## src/rtl/commit_ctrl.sv

```systemverilog
// commit_ctrl: in-order ROB retirement into the register-file commit port, store handshake and mispredict flush.
// Define COMMIT_CNT_EN to add the retired-instruction counter on commit_cnt.
module commit_ctrl #(
    parameter int ROB_W = 4,
    parameter int REG_W = 5
) (
    input  logic             clk,
    input  logic             rst,
    input  logic             rdy,
    input  logic             ROB_head_vld,
    input  logic             ROB_head_done,
    input  logic [1:0]       ROB_head_type,
    input  logic [REG_W-1:0] ROB_head_dest,
    input  logic [31:0]      ROB_head_val,
    input  logic [ROB_W-1:0] ROB_head_name,
    input  logic             ROB_head_mispred,
    input  logic [31:0]      ROB_head_npc,
    output logic             ROB_pop,
    output logic             REG_commit_sgn,
    output logic [REG_W-1:0] REG_commit_dest,
    output logic [31:0]      REG_commit_value,
    output logic [ROB_W-1:0] REG_commit_ROB_name,
    output logic             LSB_store_req,
    output logic [ROB_W-1:0] LSB_store_name,
    input  logic             LSB_store_ack,
    output logic             FLUSH_sgn,
    output logic [31:0]      FLUSH_pc,
    output logic             halted,
    output logic [31:0]      commit_cnt
);
    typedef enum logic [1:0] {RUN, STORE_WAIT, FLUSH, HALT} state_t;
    state_t state;
    logic ready;
    always_comb begin
        ready   = rdy && ROB_head_vld && ROB_head_done;
        ROB_pop = state == RUN ? ready && ROB_head_type != 2'd1
                               : state == STORE_WAIT && rdy && LSB_store_ack;
    end
    always_ff @(posedge clk) begin
        if (rst) begin
            state               <= RUN;
            REG_commit_sgn      <= 1'b0;
            REG_commit_dest     <= '0;
            REG_commit_value    <= '0;
            REG_commit_ROB_name <= '0;
            LSB_store_req       <= 1'b0;
            LSB_store_name      <= '0;
            FLUSH_sgn           <= 1'b0;
            FLUSH_pc            <= '0;
            halted              <= 1'b0;
        end else if (rdy) begin
            REG_commit_sgn <= 1'b0;
            FLUSH_sgn      <= 1'b0;
            case (state)
                RUN: if (ready) begin
                    case (ROB_head_type)
                        2'd1: begin
                            LSB_store_req  <= 1'b1;
                            LSB_store_name <= ROB_head_name;
                            state          <= STORE_WAIT;
                        end
                        2'd3: begin
                            halted <= 1'b1;
                            state  <= HALT;
                        end
                        default: begin
                            // writes to x0 retire but never strobe the register file
                            REG_commit_sgn      <= ROB_head_dest != '0;
                            REG_commit_dest     <= ROB_head_dest;
                            REG_commit_value    <= ROB_head_val;
                            REG_commit_ROB_name <= ROB_head_name;
                            if (ROB_head_type == 2'd2 && ROB_head_mispred) begin
                                FLUSH_sgn <= 1'b1;
                                FLUSH_pc  <= ROB_head_npc;
                                state     <= FLUSH;
                            end
                        end
                    endcase
                end
                STORE_WAIT: if (LSB_store_ack) begin
                    LSB_store_req <= 1'b0;
                    state         <= RUN;
                end
                FLUSH:   state <= RUN;
                default: state <= HALT;
            endcase
        end
    end
`ifdef COMMIT_CNT_EN
    always_ff @(posedge clk) begin
        if (rst) commit_cnt <= '0;
        else if (ROB_pop) commit_cnt <= commit_cnt + 32'd1;
    end
`else
    assign commit_cnt = '0;
`endif
endmodule

```

## config.mk

```make
export PLATFORM = sky130hd
export DESIGN_NAME = commit_ctrl
export DESIGN_NICKNAME = d
export VERILOG_FILES = /design/src/rtl/commit_ctrl.sv
export SDC_FILE = /design/constraint.sdc
export NUM_CORES = 1
export LEC_CHECK = 0
export ABC_CLOCK_PERIOD_IN_PS = 1900
export CELL_PAD_IN_SITES_DETAIL_PLACEMENT = 1
export CELL_PAD_IN_SITES_GLOBAL_PLACEMENT = 2
export CORE_ASPECT_RATIO = 2
export CORE_MARGIN = 4
export CORE_UTILIZATION = 21
export DETAILED_ROUTE_END_ITERATION = 7
export PLACE_DENSITY = 0.89
export SYNTH_ARGS = -nofsm -noshare
export SYNTH_HDL_FRONTEND = slang
export SYNTH_SLANG_ARGS = --single-unit
```

## constraint.sdc

```tcl
create_clock -name clk -period 1.9 [get_ports clk]
set_input_delay 0.38 -clock clk [delete_from_list [all_inputs] [get_ports clk]]
set_output_delay 0.38 -clock clk [all_outputs]
set_load 0.01 [all_outputs]
```

Fig. 1: run 1, wiring by layer
Scale: 2 px per um. Two of the layers only.
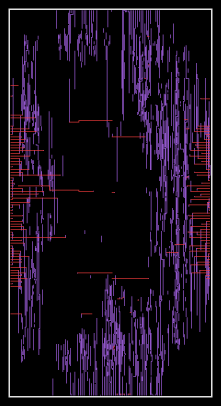
red -> met3  # wire length 860 um
purple -> met2  # wire length 7120 um
all-layer global routing usage: 0.1335
vias post-DR: 3514
WL/cell: 16.13 um

Fig. 2: run 1, signal metal coverage by tile
Scale: 2 px per um. 20 x 39 tiles, from dark purple (low) to yellow (high), scaled to the fullest tile. Values are wire area over tile area, all layers added.
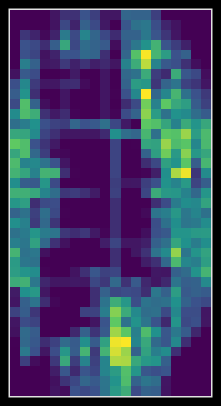
mean over tiles = 0.11
emptiest ninth of the die = center
densest ninth of the die = middle right
fullest tile = 0.42
tiles over half the peak = 18%
nearly empty tiles = 25%
final wirelength: 12750 um

Fig. 3: run 1, gate families picked out
Scale: 2 px per um.
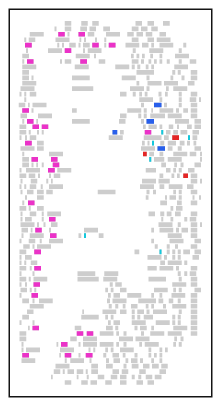
blue -> AND-OR and OR-AND gates  # cells 4, most used o221a_1
red -> AND and OR gates  # cells 3
magenta -> multiplexers  # cells 33, most used mux2i_1
cyan -> inverters  # cells 6, most used inv_1
logic gate fraction of the total cell area: 0.2829
fin cells: 790
dominant logic cell type in the layout: clkdlybuf4s50_1

==> run notes, run 1 <==
The flow ran to the end, and the final reports show no timing, DRC or antenna violations. The share of layout cells above drive strength 1 came out at 0.07719. The run gives 58.37% for the area added between synthesis and finish.

The run gives 2 for the maximum number of buffers from clock root to sink. The smallest clock period supported by the final layout is computed as 1771 ps. The run gives 1390 ps for the endpoint arrival time on the critical path. In this run the cell area of the synthesized design comes to 3595 um2. The area figure in the yosys stat output was 3595 um2. The dominant synthesized flop cell was dfxtp_1. Per the Yosys statistics, synthesis produced 419 cells.

The tools report the first-pass GRT wire length as 20010 um. Across the VDD grid, the largest voltage drop is 0.3770 mV. In the synthesized netlist, the number of instances is 419.

On the final layout, the worst clock skew is 3.450 ps. The run gives 83 for the number of flip-flops and latches in the synthesized netlist. The worst-case reg-to-reg setup slack stands at 180 ps.

The starting utilization of the core area came out at 0.2144. With the horizontal die dimension at 100.5 um, the final setup violation count is 0. Summed over all layers, the global routing overflow is 0. The tools report the critical register-to-register path endpoint as LSB_store_req. The cell family contributing the most delay on the critical path is buffers and inverters.

The power per cell area is 746.2 nW/um2, and the unique cell type count in the Yosys netlist is 33. The run gives 0 for the number of hold violations in the final report. Pin placement for this block handled 196 I/O pins. The number of violations reported at the end of detailed-routing iteration 0 came out at 74. The script logs the ratio of routed vias to standard cells as 4.448.

Data on the critical path is required at its endpoint by 1520 ps. The class of the worst hold path was reg -> reg. Per STA, the worst path is made up of clkdlybuf4s50_1, nand2b_2, nand4_1, a21oi_1, buf_2.

The xor and xnor area share after synthesis is 0, and the number of synthesis warnings is 0. The report counts max-capacitance violations totalling 0. With the least setup slack across all paths after layout at 128.7 ps, the internal power summed over all cells is 3.270 mW. On the critical path, the stage with the largest delay is an instance of clkdlybuf4s50_1. The share of cell area taken by muxes after synthesis works out to 0.09189. The total buffers and inverters traversed by the critical path works out to 2. For the number of clock buffers inserted by TritonCTS, the log shows 9. The tools report the area of all sequential standard cells as 1663 um2. The most common logic cells in the final layout are clkdlybuf4s50_1 (161), dfxtp_1 (82), nand2_1 (67). The share of the cycle needed by the critical path after routing was 0.9323.

Grouping non-sequential cells by family puts the most area in simple AND/OR/NAND/NOR gates. After the last flow step, the layout net total stands at 662. The delay of the slowest cell on the worst path came out at 480 ps. Core utilization of the finished layout: 0.3396. The portion of total power attributed to the clock network came out at 0.453. The later pin in the worst-skew pair is clocked with a latency of 340 ps.

The area fraction in and, or, nand and nor cells was 0.1636. Of all nets on the critical path, the largest fanout is 2. The floorplan has 67 rows.

The fraction of power consumed by combinational cells came out at 0.126. The maximum clock rate was 564.5 MHz. The post-synthesis async set-or-reset flop share came out at 0. Looking at the clock tree report, the H-tree level count equals 3.

Number of enable flip-flop cells: 0. The capture point of the critical path was reported as ROB_pop. Summing over the stages, the warning tally comes to 27. After legalization and detailed placement, the total HPWL measured 9671 um. In this run the static leakage power is 1.982 nW. Entering global routing, the biggest net connects 70 pins.

The switching share of power was 0.2302. The global placer's final weighted congestion was 0.7150; the clock-pin transition on the worst setup and hold timing paths was 60 ps. The kind of end point of the critical path was an output port. Counting the fill cells in the layout gives 1984. TritonCTS built the clock tree. The run gives 3932 as the via count of the first global-routing pass.

Before CTS, the worst setup slack after placement is -264.6 ps. The chip occupies 19400 um2.
[run 1: logic make-up after synthesis]
family / after synthesis
adders and majority gates: 2
AOI/OAI and AO/OA: 101
DFF: 83
other: 1
muxes: 33
and+or+nand+nor: 127
buffers and inverters: 72
[run 1: registers in the layout, summed over array words and instances (netlist names)]
signal,count
state,2
FLUSH_sgn,1
halted,1
LSB_store_req,1
FLUSH_pc,32
REG_commit_sgn,1
REG_commit_value,32
REG_commit_ROB_name,4
LSB_store_name,4
REG_commit_dest,5
[run 1: how the worst min path moves through the flow]
stage	from	end	slack, ps	depth (start not counted)
floorplan	state[0]	state[0]	450	2
finish	FLUSH_pc[8]	FLUSH_pc[8]	460	2
global placement	FLUSH_pc[16]	FLUSH_pc[16]	440	2
CTS	FLUSH_pc[8]	FLUSH_pc[8]	460	2
global route	FLUSH_pc[6]	FLUSH_pc[6]	500	2
detailed placement	FLUSH_pc[7]	FLUSH_pc[7]	450	2
[run 1: through the flow]
stage	cells	hold WS [ps]	setup TNS [ps]	instance area (um2)
6_report	790	460.8	0	5693
4_1_cts	790	463.5	0	5699
3_5_place_dp	774	454.4	-2685	5365
5_1_grt	790	497.1	0	5693
3_3_place_gp	774	444.1	-973.8	5365
2_1_floorplan	450	452.1	0	3711
[run 1: timing repair]
item,4_1_cts,5_1_grt
pin swaps,0,1
resized,5,1
setup endpoints to repair,1,1
[run 1: synth_stat cells (3+ instances only)]
master    number  area [um2]
dfxtp_1       83        1662
nand2_1       67       251.5
a21oi_1       47       235.2
o21ai_0       46       230.2
nand3_1       45       225.2
buf_4         36       270.3
mux2i_1       33       330.3
clkbuf_1      23       86.33
inv_1          4       15.01
nor2b_1        4       25.02
buf_2          3       15.01
buf_8          3       45.04
[run 1: worst register-to-register path: stages (launching register included)]
cell      delay [ps]
dfxtp_2          350
inv_1             70
ha_2             200
buf_4            150
a21boi_0         150
a2111o_1         460
o221a_1          230
[run 1: per-layer routing]
layer,routed length (um),up-vias,track usage
met5,0,-,0
met4,441,0,0.07006
met3,859,27,0.03133
met2,7115,152,0.2572
met1,4329,1655,0.1274
li1,-,1680,-
[run 1: area by class of cell]
| type | instances | area share |
|---|---|---|
| clock buffers | 12 | 0.04505 |
| clock inverters | 4 | 0.01275 |
| inverters | 6 | 0.003956 |
| multi-input cells | 295 | 0.2829 |
| flip-flops and latches | 83 | 0.2921 |
| well taps | 207 | 0.04549 |
| repair buffers | 183 | 0.3178 |
[run 1: power by group through the flow]
stage | clock network, mW | logic [mW] | registers [mW]
after global placement | 0 | 0.519 | 1.82
after CTS | 2.00 | 0.540 | 1.79
after floorplan | 0 | 0.255 | 1.84
after global routing | 2.06 | 0.584 | 1.79
final | 1.93 | 0.535 | 1.79
after detailed placement | 0 | 0.537 | 1.83
==> run 2: changes to the inputs <==
PLACE_DENSITY = unset   (was 0.89)
PLACE_DENSITY_LB_ADDON = 0.3   (was unset)
SKIP_CTS_REPAIR_TIMING = 1   (was unset)
Fig. 4: run 2, gate families picked out
Scale: 2 px per um.
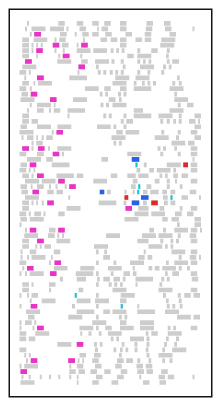
magenta -> multiplexers  # cells 33, most used mux2i_1, where a column on the left
blue -> AND-OR and OR-AND gates  # cells 4, most used o221a_1
red -> AND and OR gates  # cells 3
cyan -> inverters  # cells 6, most used inv_1
logic gate fraction of the total cell area: 0.2811
fin cells: 792

Fig. 5: run 2, placement view
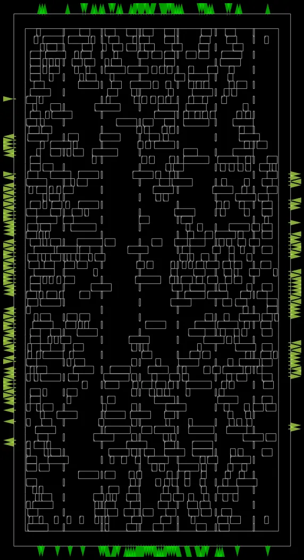
tally of filler cells in the layout: 1994
total number of placement rows: 67
flop count: 83
core region area: 16770 um2
Layout Utilization: 0.3416

==> run notes, run 2 <==
The run finished with clean final reports. The maximum clock rate is 563.3 MHz. The library cell used most frequently in the layout, excluding fill and tap cells, is clkdlybuf4s50_1. The script logs the ratio of routed vias to standard cells as 4.371.

In this run the tools logged warnings totalling 27. The share of the cycle needed by the critical path after routing was 0.9343; the final setup violation count was 0. The run gives 3699 for the via count of the first global-routing pass.

The total detailed-routing wirelength was 13290 um. The longest clock path from root to sink contains 2 buffers. The first global-routing pass estimated 19720 um of wire. Yosys reports that the most numerous cell types are dfxtp_1 (83), nand2_1 (67), a21oi_1 (47). 196 I/O pins were placed.

The unique cell type count in the Yosys netlist was 33. Clock latency on the worst-skew pair, taken at its later pin, is 330 ps. Looking at the clock tree report, the root buffer type is clkbuf_16. TritonCTS built the clock tree. The run gives 1400 ps for the endpoint arrival time on the critical path. Per the post-CTS timing run, clock transition at the registers of the reported paths is 60 ps.

Xor and xnor area share after synthesis: 0. In the placement report, post-DP HPWL is listed as 9592 um. Dominant synthesized flop cell: dfxtp_1.

The final layout contains 664 nets. The area added between synthesis and finish works out to 59.35%. For this design the static power due to leakage is 1.992 nW. Global placer's final weighted congestion: 0.7948. The total overflow left after global routing is 0. The clock period could shrink to 1775 ps. The hold-critical path depth was 2; the horizontal die dimension was 100.5 um. Worst hold-check slack: 460.4 ps.

The synthesized netlist handed to floorplanning was reported with a cell count of 419. The synthesis run identifies the leading combinational cell family as simple AND/OR/NAND/NOR gates. End point of the critical path: ROB_pop. The number of flip-flops and latches in the synthesized netlist was 83; the maximum number of pins on one net before global-route repair was 70. The critical path endpoint has a required time of 1520 ps. The post-synthesis async set-or-reset flop share works out to 0.

Per the cell usage report, the commonest logic cells after layout are clkdlybuf4s50_1 (161), dfxtp_1 (83), nand2_1 (67). The share of cell area taken by muxes after synthesis works out to 0.09189. The tools report the number of clock buffers inserted by TritonCTS as 9.

The most common cell in the synthesized netlist is dfxtp_1. In this run the critical register-to-register path is captured at FLUSH_pc[20]. For reference, the final report shows the hold violation count at 0.

Summing every instance area after synthesis gives 3595 um2. The registers reported with the highest flop counts are FLUSH_pc x32, REG_commit_value x32, REG_commit_dest x5. Between clock sinks in the finished design, the worst skew comes to 7.974 ps.

With the overall track demand over capacity in global routing at 0.1312, the routed length per placed instance is 16.78 um. Yosys attributes the largest share of cell area to dfxtp_1 (46%), mux2i_1 (9.2%), buf_4 (7.5%). Looking at the VDD voltage map, the peak drop is 0.3937 mV. The run gives 3 as the H-tree depth. The overall chip area was 19400 um2.

STA reports a reg2reg setup slack of 160 ps. During synthesis, Yosys emitted a total of 0 warnings. The number of violations reported at the end of detailed-routing iteration 0 came out at 61. In this run, synthesis inferred 0 flip-flops with an integrated enable. The area recorded from the Yosys report for this design is 3595 um2. The fraction of the mapped netlist area in adder cells came out at 0.006961. Of all nets on the critical path, the largest fanout is 4.

Per the Yosys statistics, synthesis produced 419 cells. The share of Yosys cell area claimed by the top area cell type is 0.4622. The run gives 0.1636 for the area fraction in and, or, nand and nor cells. STA classifies the critical path endpoint as an output port. Note that the worst hold path type here is reg -> reg.
run 2: cell type report:
type / count / area, um2
repair buffers: 185 / 1901
fillers: 1994 / 11040
well taps: 207 / 259.0
inverters: 6 / 22.52
clock buffers: 14 / 264.0
clock inverters: 2 / 10.01
multi-input cells: 295 / 1610
flip-flops and latches: 83 / 1662
run 2: worst min path at each step:
stage | startpoint | to | slack [ps]
floorplan | state[0] | state[0] | 450
global placement | FLUSH_pc[1] | FLUSH_pc[1] | 440
detailed placement | FLUSH_pc[3] | FLUSH_pc[3] | 450
CTS | FLUSH_pc[28] | FLUSH_pc[28] | 460
global route | FLUSH_pc[13] | FLUSH_pc[13] | 480
finish | FLUSH_pc[18] | FLUSH_pc[18] | 460
run 2: cells by family (layout without fill, tap and decap cells):
| kind of cell | count (synthesis) | in the layout |
|---|---|---|
| AOI/OAI and AO/OA | 101 | 101 |
| muxes | 33 | 33 |
| buffers and inverters | 72 | 207 |
| adders and majority gates | 2 | 2 |
| and+or+nand+nor | 127 | 127 |
| DFF | 83 | 83 |
| other | 1 | 32 |
run 2: per-layer routing:
| metal | part of all wire | global-route usage | vias up |
|---|---|---|---|
| met5 | 0.00060 | 0 | - |
| met4 | 0.018 | 0.05293 | 2 |
| met3 | 0.074 | 0.03997 | 12 |
| met2 | 0.58 | 0.2549 | 119 |
| met1 | 0.33 | 0.1245 | 1644 |
| li1 | - | - | 1685 |
run 2: worst max-delay path, cell delays in order (launching register included):
cell,delay [ps]
dfxtp_1,340
inv_1,60
ha_2,190
nand3b_1,170
a21oi_1,150
clkbuf_2,150
run 2: report_power, final:
group	switching (mW)	internal [mW]
logic	0.260	0.286
registers	0.0154	1.77
clock network	0.688	0.955
total	0.964	3.01
run 2: stage by stage:
step                cells  setup TNS [ps]  area, um2  setup WS, ps
finish                792               0       5728         124.9
global route          792               0       5728         3.266
CTS                   789          -361.4       5657        -361.4
detailed placement    773          -13540       5383        -310.6
global placement      773          -11950       5383        -315.7
floorplan             450               0       3711         368.3
Power and IR drop assume default switching activity.
